===== src/rtl/data_mem_arb_pkg.sv =====
// data_mem_arb_pkg: shared state type and memory write codes for the data memory arbiter
package data_mem_arb_pkg;
  typedef enum logic [1:0] {IDLE, ACC_CPU, ACC_IO} state_t;
  localparam logic [1:0] MW_NONE = 2'b00;
  localparam logic [1:0] MW_WORD = 2'b10;
  localparam logic [1:0] MW_BYTE = 2'b11;
  localparam logic [1:0] MW_RSVD = 2'b01;
  function automatic logic [1:0] issue_code(input logic [1:0] we);
    return (we == MW_RSVD) ? MW_NONE : we;
  endfunction
endpackage


===== src/rtl/data_mem_arb_pick.sv =====
// data_mem_arb_pick: two-port winner select; bit0 = CPU, bit1 = IO, prio 1 favours IO on a tie
module data_mem_arb_pick (
  input  logic [1:0] elig,
  input  logic       prio,
  output logic [1:0] win
);
  always_comb win = (elig == 2'b11) ? (prio ? 2'b10 : 2'b01) : elig;
endmodule


===== src/rtl/data_mem_arbiter.sv =====
// data_mem_arbiter: CPU/IO data memory arbiter; define DMARB_ROUND_ROBIN_EN for round-robin ties, else CPU wins
module data_mem_arbiter
  import data_mem_arb_pkg::*;
#(
  parameter int ADDR_W = 32,
  parameter int DATA_W = 32
) (
  input  logic              clk,
  input  logic              rst,
  input  logic              cpu_req,
  input  logic [1:0]        cpu_we,
  input  logic [ADDR_W-1:0] cpu_addr,
  input  logic [DATA_W-1:0] cpu_wdata,
  output logic              cpu_gnt,
  output logic              cpu_rvalid,
  output logic [DATA_W-1:0] cpu_rdata,
  input  logic              io_req,
  input  logic [1:0]        io_we,
  input  logic [ADDR_W-1:0] io_addr,
  input  logic [DATA_W-1:0] io_wdata,
  output logic              io_gnt,
  output logic              io_rvalid,
  output logic [DATA_W-1:0] io_rdata,
  output logic [ADDR_W-1:0] mem_addr,
  output logic [DATA_W-1:0] mem_wdata,
  output logic [1:0]        mem_we,
  input  logic [DATA_W-1:0] mem_rdata,
  output logic              busy
);
  state_t     state;
  logic [1:0] elig;
  logic [1:0] win;
  logic       prio;
  assign cpu_gnt   = (state == ACC_CPU);
  assign io_gnt    = (state == ACC_IO);
  assign cpu_rdata = mem_rdata;
  assign io_rdata  = mem_rdata;
  assign busy      = (state != IDLE) | cpu_rvalid | io_rvalid;
  assign elig      = {io_req & ~io_gnt, cpu_req & ~cpu_gnt};
`ifdef DMARB_ROUND_ROBIN_EN
  logic ptr;
  assign prio = ptr;
  always_ff @(posedge clk)
    if (rst) ptr <= 1'b0;
    else if (|win) ptr <= win[0];
`else
  assign prio = 1'b0;
`endif
  data_mem_arb_pick u_pick (
    .elig(elig),
    .prio(prio),
    .win (win)
  );
  always_ff @(posedge clk) begin
    if (rst) begin
      state      <= IDLE;
      cpu_rvalid <= 1'b0;
      io_rvalid  <= 1'b0;
      mem_we     <= MW_NONE;
      mem_addr   <= '0;
      mem_wdata  <= '0;
    end else begin
      cpu_rvalid <= (state == ACC_CPU) && (mem_we == MW_NONE);
      io_rvalid  <= (state == ACC_IO) && (mem_we == MW_NONE);
      state      <= win[0] ? ACC_CPU : win[1] ? ACC_IO : IDLE;
      mem_we     <= win[0] ? issue_code(cpu_we) : win[1] ? issue_code(io_we) : MW_NONE;
      if (|win) begin
        mem_addr  <= win[0] ? cpu_addr : io_addr;
        mem_wdata <= win[0] ? cpu_wdata : io_wdata;
      end
    end
  end
endmodule

===== config.mk =====
export PLATFORM = sky130hd
export DESIGN_NAME = data_mem_arbiter
export DESIGN_NICKNAME = d
export VERILOG_FILES = /design/src/rtl/data_mem_arb_pkg.sv /design/src/rtl/data_mem_arb_pick.sv /design/src/rtl/data_mem_arbiter.sv
export SDC_FILE = /design/constraint.sdc
export NUM_CORES = 1
export LEC_CHECK = 0
export CAP_MARGIN = 20
export CELL_PAD_IN_SITES_DETAIL_PLACEMENT = 0
export CELL_PAD_IN_SITES_GLOBAL_PLACEMENT = 1
export CORE_AREA = 2 2 120 169
export CTS_CLUSTER_SIZE = 8
export DETAILED_ROUTE_END_ITERATION = 6
export DIE_AREA = 0 0 122 171
export PLACE_DENSITY = 0.88
export SLEW_MARGIN = 0
export SYNTH_ARGS = -nofsm -noshare
export SYNTH_HDL_FRONTEND = slang
export SYNTH_SLANG_ARGS = --single-unit

===== constraint.sdc =====
create_clock -name clk -period 1.5 [get_ports clk]
set_clock_uncertainty 0.05 [all_clocks]
set_input_delay 0.3 -clock clk [delete_from_list [all_inputs] [get_ports clk]]
set_output_delay 0.3 -clock clk [all_outputs]
set_load 0.02 [all_outputs]

Fig. 1: run 1, power grid
Scale bar: 20 um. Pins as bars on the die edge. Tap cells in gray.
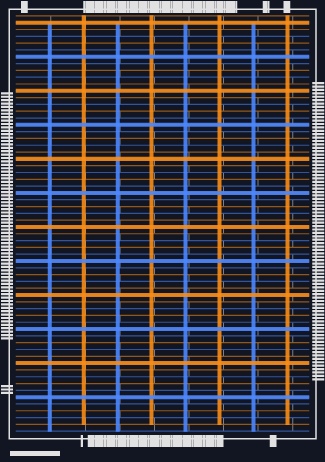
legend:
  VSS:
    color: blue
  VDD:
    color: orange
met4 straps: 8
tap cells: 252
rows: 61
met5 straps: 12
area of the core: 0.0195 mm2
Die Y: 171 um
maximum VDD drop: 0.426 mV
die width: 122 um

Fig. 2: run 1, placed cells, one color a class
Scale bar: 20 um.
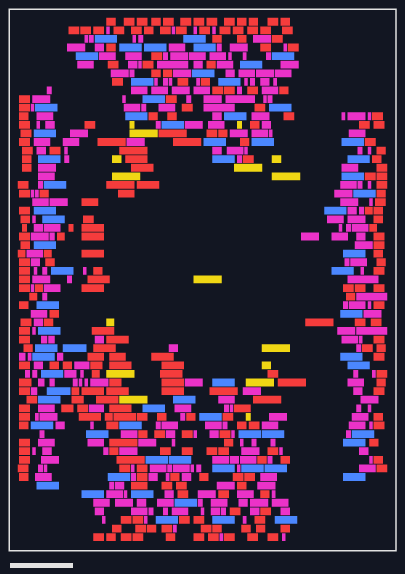
legend:
  clock drivers and dummy loads:
    color: yellow
    cells: 16
  remaining buffers and delay cells:
    color: red
    cells: 258
  registers:
    color: blue
    cells: 70
  remaining logic cells:
    color: magenta
    cells: 278
num rows: 61
fraction of area in registers: 18.5%

Fig. 3: run 1, clock wires, drivers and flops
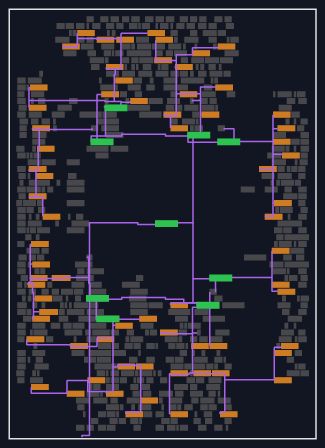
legend:
  flip-flops:
    color: orange
    count: 70
  clock-net drivers:
    color: green
    count: 9
  clock wires:
    color: purple
    length: 1210 um
flops lie: widely spread
routed clock nets: 10
clock network power share: 32.7%
Clock net power: 2030 uW
clock latency at the later pin of the worst-skew pair: 0.33 ns

==> ci_impl_report.md, run 1 <==
## Implementation flow summary

| Metric | Value |
|---|---|
| Count of final setup violators | `8` |
| Io pins | `303` |
| Placer Congestion | `0.773` |
| Die ar. | `0.0209 mm2` |
| Area leader, netlist | `dfxtp_1` |
| Violated checks | `negative setup slack` |
| M1 GR Usage | `15.8%` |
| Place WS | `-0.227 ns` |
| Synth-to-layout area growth | `81.4%` |
| Sequential group share of total power | `33.9%` |
| CTS buffer count | `9` |
| Top Metal Used | `met4` |
| Top power group | `registers` |
| Fin cells | `874` |
| Post-synthesis async set-or-reset flop share | `0%` |
| Slowest stage cell, crit path | `or4_4` |
| Clock slew at reported path FFs | `0.06 ns` |
| WL met2 | `9640 um` |
| DR WL met3 | `1060 um` |
| PnR worst setup slack | `-0.162 ns` |
| # Cells Yosys | `469` |
| Initial antenna violation count | `0` |
| CP delay by family, top | `simple AND/OR/NAND/NOR gates` |
| P_int | `4180 uW` |
| PortBufs | `206` |
| CP endpoint | `busy` |
| Largest net degree at the start of global routing | `38` |
| Layout cells sized above 1 | `33.6%` |
| Post-Place Cells | `828` |
| Setup TNS | `-0.291 ns` |
| Nets@finish | `785` |
| Floorplan Nets | `637` |
| Cell Area, Synth | `0.00419 mm2` |
| Crit path launch type | `register` |
| Global-route wire length before repair | `24100 um` |
| Final ANT Viol Nets | `0` |
| Worst min path class | `input pin to register` |
| DP HPWL | `10900 um` |
| Hold slack final | `0.180 ns` |
| Synth Seq Share | `33.4%` |
| Antenna diodes | `0` |
| Syn Area/Cell | `8.94 um2` |
| FF-to-FF End | `mem_addr[27]` |
| YS warnings | `0` |
| Most common logic cells in the final layout | `132 x clkdlybuf4s50_1, 68 x dfxtp_1, 68 x dlygate4sd2_1` |
| Drt drc | `0` |
| Post-synthesis chip area from yosys | `0.00419 mm2` |
| # H-tree levels | `3` |
| Regs by FF count | `mem_addr: 32 flops, mem_wdata: 32 flops` |
| Fin. max-slew vios | `0` |
| Critical path class | `register to primary output` |
| PD cells | `815 mW/mm2` |
| Vias in the first global route | `4392` |
| Top cells by area | `dfxtp_1 33%, a221oi_2 14%, a32oi_1 13%, buf_4 11%, o21ai_0 7.8%` |
| EDFF count, synth | `0` |
| Total gr overflow | `0` |
| Hold endpoint | `mem_addr[31]` |
| Gr usage total | `15.2%` |
| Commonest flop | `dfxtp_1` |
| Clock Path Buffers | `2` |
| Status | `finished with violations` |
| Drt initial violations | `218` |
| AND-OR/OR-AND Cells, Area Fraction | `40.5%` |
| Total power | `6190 uW` |
| Fin. Hold Viols | `0` |
| Adder share | `0%` |
| Hold buffer count at cts | `0` |
| Sw Pwr | `2010 uW` |
| Yosys cell types | `23` |
| Worst path bufs/invs | `1` |
| Flops out of synthesis | `70` |
| Hold Startpoint | `rst` |
| Lkg Pwr | `0.00300 uW` |
| OpenROAD warnings | `28` |
| DR WL/cell | `21.7 um` |
| CTS tree | `done` |
-- run 1: stage by stage --
stage / cell area (um2) / utilization [%]
CTS: 6740 / 34.6
detailed placement: 6110 / 31.4
finish: 7600 / 39.1
global placement: 6110 / 31.4
floorplan: 4190 / -
global route: 7600 / 39.1
-- run 1: cell type report --
| type | instances | area [um2] |
|---|---|---|
| timing repair buffer | 258 | 2900 |
| inverter | 67 | 264 |
| sequential | 70 | 1400 |
| clock inverter | 7 | 48.8 |
| clock buffer | 9 | 225 |
| multi-input combinational | 211 | 2450 |
| tap | 252 | 315 |
| fill | 1909 | 11900 |
-- run 1: repair_timing --
item / in CTS / in global routing
setup buffers: 5 / 11
endpoints found under the setup margin: 135 / 67
gates resized: 130 / 137
pin swaps: 27 / 79
gates cloned: 5 / 15
Fig. 4: run 1, metal layers overlaid
Scale bar: 20 um. Two of the layers only.
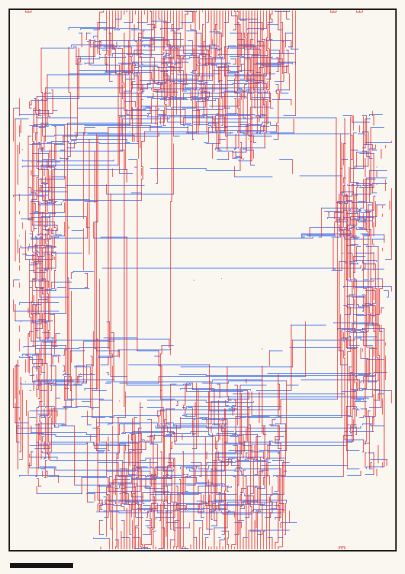

==> inputs of run 2 (changes only) <==
--- a/config.mk
+++ b/config.mk
@@ -8,11 +8,11 @@
 export CAP_MARGIN = 20
 export CELL_PAD_IN_SITES_DETAIL_PLACEMENT = 0
 export CELL_PAD_IN_SITES_GLOBAL_PLACEMENT = 1
-export CORE_AREA = 2 2 120 169
+export CORE_AREA = 2 2 115 162
 export CTS_CLUSTER_SIZE = 8
 export DETAILED_ROUTE_END_ITERATION = 6
-export DIE_AREA = 0 0 122 171
-export PLACE_DENSITY = 0.88
+export DIE_AREA = 0 0 117 164
+export PLACE_DENSITY = 0.9
 export SLEW_MARGIN = 0
 export SYNTH_ARGS = -nofsm -noshare
 export SYNTH_HDL_FRONTEND = slang
==> constraint.sdc (replaced) <==
create_clock -name clk -period 1.8 [get_ports clk]
set_clock_uncertainty 0.05 [all_clocks]
set_input_delay 0.36 -clock clk [delete_from_list [all_inputs] [get_ports clk]]
set_output_delay 0.36 -clock clk [all_outputs]
set_load 0.02 [all_outputs]
Fig. 5: run 2, metal layers overlaid
Scale bar: 20 um. Two of the layers only.
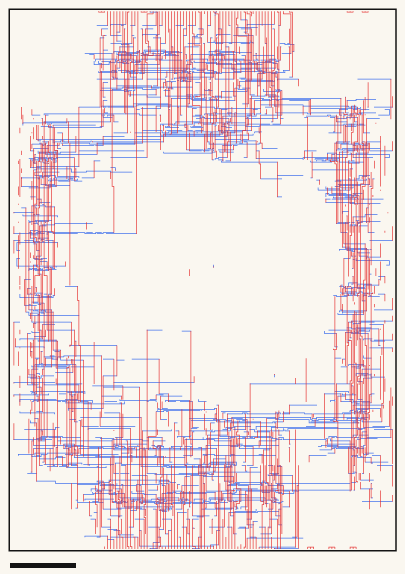
legend:
  M1:
    color: blue
    wire_length: 5740 um
  M2:
    color: red
    wire_length: 7680 um
routed via count: 4266
Routed WL: 15300 um
DR WL/cell: 18.4 um
gr usage total: 15.3%

Fig. 6: run 2, placed cells, one color a class
Scale bar: 20 um.
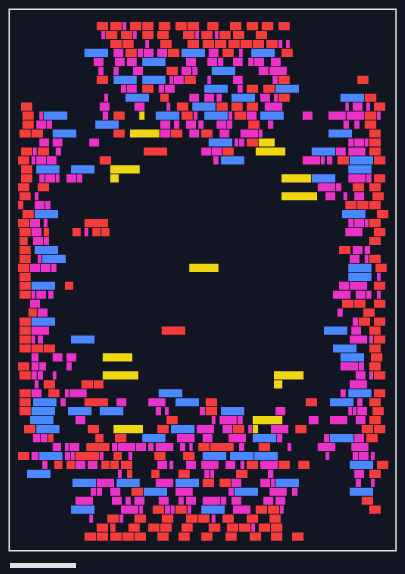
legend:
  registers:
    color: blue
    cells: 70
  remaining buffers and delay cells:
    color: red
    cells: 226
  clock drivers and dummy loads:
    color: yellow
    cells: 16
  remaining logic cells:
    color: magenta
    cells: 277
Final Core Density: 35.7%
Final Cell Area: 0.00634 mm2
area of the core: 0.0178 mm2
fraction of area in registers: 22.1%
num rows: 58

==> ci_impl_report.md, run 2 <==
## Implementation flow summary

| Metric | Value |
|---|---|
| R2r worst-path depth | `6` |
| Top cells by area | `dfxtp_1 33%, a221oi_2 14%, a32oi_1 13%, buf_4 11%, o21ai_0 7.8%` |
| Worst min path class | `register to register` |
| Data buffer area share | `35.8%` |
| Sw Share | `28.5%` |
| Most common logic cells in the final layout | `199 x clkdlybuf4s50_1, 70 x dfxtp_1, 65 x inv_1, 65 x o21ai_0, 64 x a32oi_1` |
| Fin cells | `829` |
| M1 GR Usage | `17.1%` |
| Crit-path max FO | `2` |
| Max-area cell share | `33.4%` |
| Max-Cap Viols | `0` |
| Lkg Pwr | `0.00236 uW` |
| Floorplan Nets | `637` |
| Slew @ Worst Pin | `0.438 ns` |
| Die Y | `164 um` |
| Count leader, synth | `dfxtp_1` |
| Io pins | `303` |
| Drt drc | `0` |
| Fillers | `1839` |
| Antenna diodes | `0` |
| Post-Syn Instances | `469` |
| YS warnings | `0` |
| Gate Area | `0.00179 mm2` |
| Flops | `70` |
| Cell Area, Synth | `0.00419 mm2` |
| Comb_multi_in | `210` |
| OpenROAD warnings | `26` |
| # Cells Yosys | `469` |
| Commonest flop | `dfxtp_1` |
| Clock network power share | `38.6%` |
| Post-cts resize count | `10` |
| Post-CTS Repair Setup Buffers | `0` |
| Maximum VDD drop | `0.355 mV` |
| Placer Congestion | `0.789` |
| Slowest stage cell, crit path | `clkdlybuf4s50_1` |
| Hold Startpoint | `mem_we[0]` |
| Post-synth top cells | `70 x dfxtp_1, 66 x inv_1, 65 x o21ai_0, 64 x a32oi_1, 64 x buf_4` |
| Vias in the first global route | `4067` |
| PortBufs | `206` |
| EDFF count, synth | `0` |
| FF-to-FF End | `mem_wdata[10]` |
| Hold buffer count at cts | `0` |
| Count of final setup violators | `0` |
| Global-route wire length before repair | `22300 um` |
| Clock Path Buffers | `2` |
| # H-tree levels | `3` |
| Synth-to-layout area growth | `51.2%` |
| Fin. max-slew vios | `0` |
| Largest net degree at the start of global routing | `66` |
| Sw Pwr | `1450 uW` |
| Comb power frac | `27.0%` |
| PnR worst setup slack | `0.0653 ns` |
| CTS tree | `done` |
| Placed instance area | `0.00603 mm2` |
| CP arrival | `1.32 ns` |
| Total gr overflow | `0` |
| Cell Chain, Critical Path | `clkdlybuf4s50_1` |
| P_int | `3630 uW` |
| WL met2 | `7680 um` |
| Dominant class by area | `buffers` |
| Final ANT Viol Nets | `0` |
| Layout cells sized above 1 | `14.4%` |
| Flops out of synthesis | `70` |
| Clock latency at the later pin of the worst-skew pair | `0.33 ns` |
| Hold endpoint | `cpu_rvalid` |
| Top power group | `the clock network` |
| Regs by FF count | `mem_addr: 32 flops, mem_wdata: 32 flops` |
| PD cells | `801 mW/mm2` |
| GR Util met3 | `2.47%` |
| Grt met2 use | `25.7%` |
| Register area | `0.00140 mm2` |
| Slew headroom | `70.8%` |
| Die ar. | `0.0192 mm2` |
| Initial antenna violation count | `0` |
| Post-synthesis chip area from yosys | `0.00419 mm2` |
| Invs w/o clock | `67` |
| Clock net power | `1960 uW` |
| # clk buffers | `10` |
| Max stage delay on crit path | `0.62 ns` |
| Place WS | `0.0388 ns` |
| DR WL met3 | `885 um` |
| Logic share of the area | `28.2%` |
| Worst path bufs/invs | `1` |
| Status | `complete, no violations` |
| Critical path class | `register to primary output` |
| Total power | `5080 uW` |
| Syn Area/Cell | `8.94 um2` |
| Nets@finish | `752` |
| Crit path launch type | `register` |
| Drt initial violations | `362` |
| DP HPWL | `10700 um` |
| Tapcells | `240` |
| Yosys cell types | `23` |
| Top Metal Used | `met4` |
| ClkCell Share | `5.11%` |
| Post-synthesis async set-or-reset flop share | `0%` |
| Synth Seq Share | `33.4%` |
| Crit path time final | `1.73 ns` |
| Area leader, netlist | `dfxtp_1` |
| Signal buffers | `226` |
| Hold slack final | `0.417 ns` |
| Setup TNS | `0 ns` |
| First drt pass iteration count | `6` |
| Sequential group share of total power | `34.4%` |
| CTS buffer count | `9` |
| CP delay by family, top | `buffers and inverters` |
| Die width | `117 um` |
| Fin. Hold Viols | `0` |
| Post-Place Cells | `813` |
| Clock slew at reported path FFs | `0.06 ns` |
| Routed vias/inst | `5.15` |
## run 2: worst max path at each step
| stage | slack (ns) | startpoint | depth (start not counted) | end |
|---|---|---|---|---|
| global placement | 0.02 | state[1] | 2 | busy |
| global route | 0.009 | mem_wdata[16] | 1 | mem_wdata[16] |
| floorplan | 0.34 | rst | 4 | mem_wdata[10] |
| CTS | 0.02 | state[1] | 4 | cpu_gnt |
| detailed placement | 0.04 | state[1] | 2 | busy |
| finish | 0.07 | mem_wdata[16] | 1 | mem_wdata[16] |
## run 2: cell families after synthesis
family | Yosys count | synth area share (%)
AOI/OAI and AO/OA | 195 | 40.5
buffers and inverters | 189 | 24.0
DFF | 70 | 33.4
and+or+nand+nor | 15 | 2.03
Power and IR drop assume default switching activity.
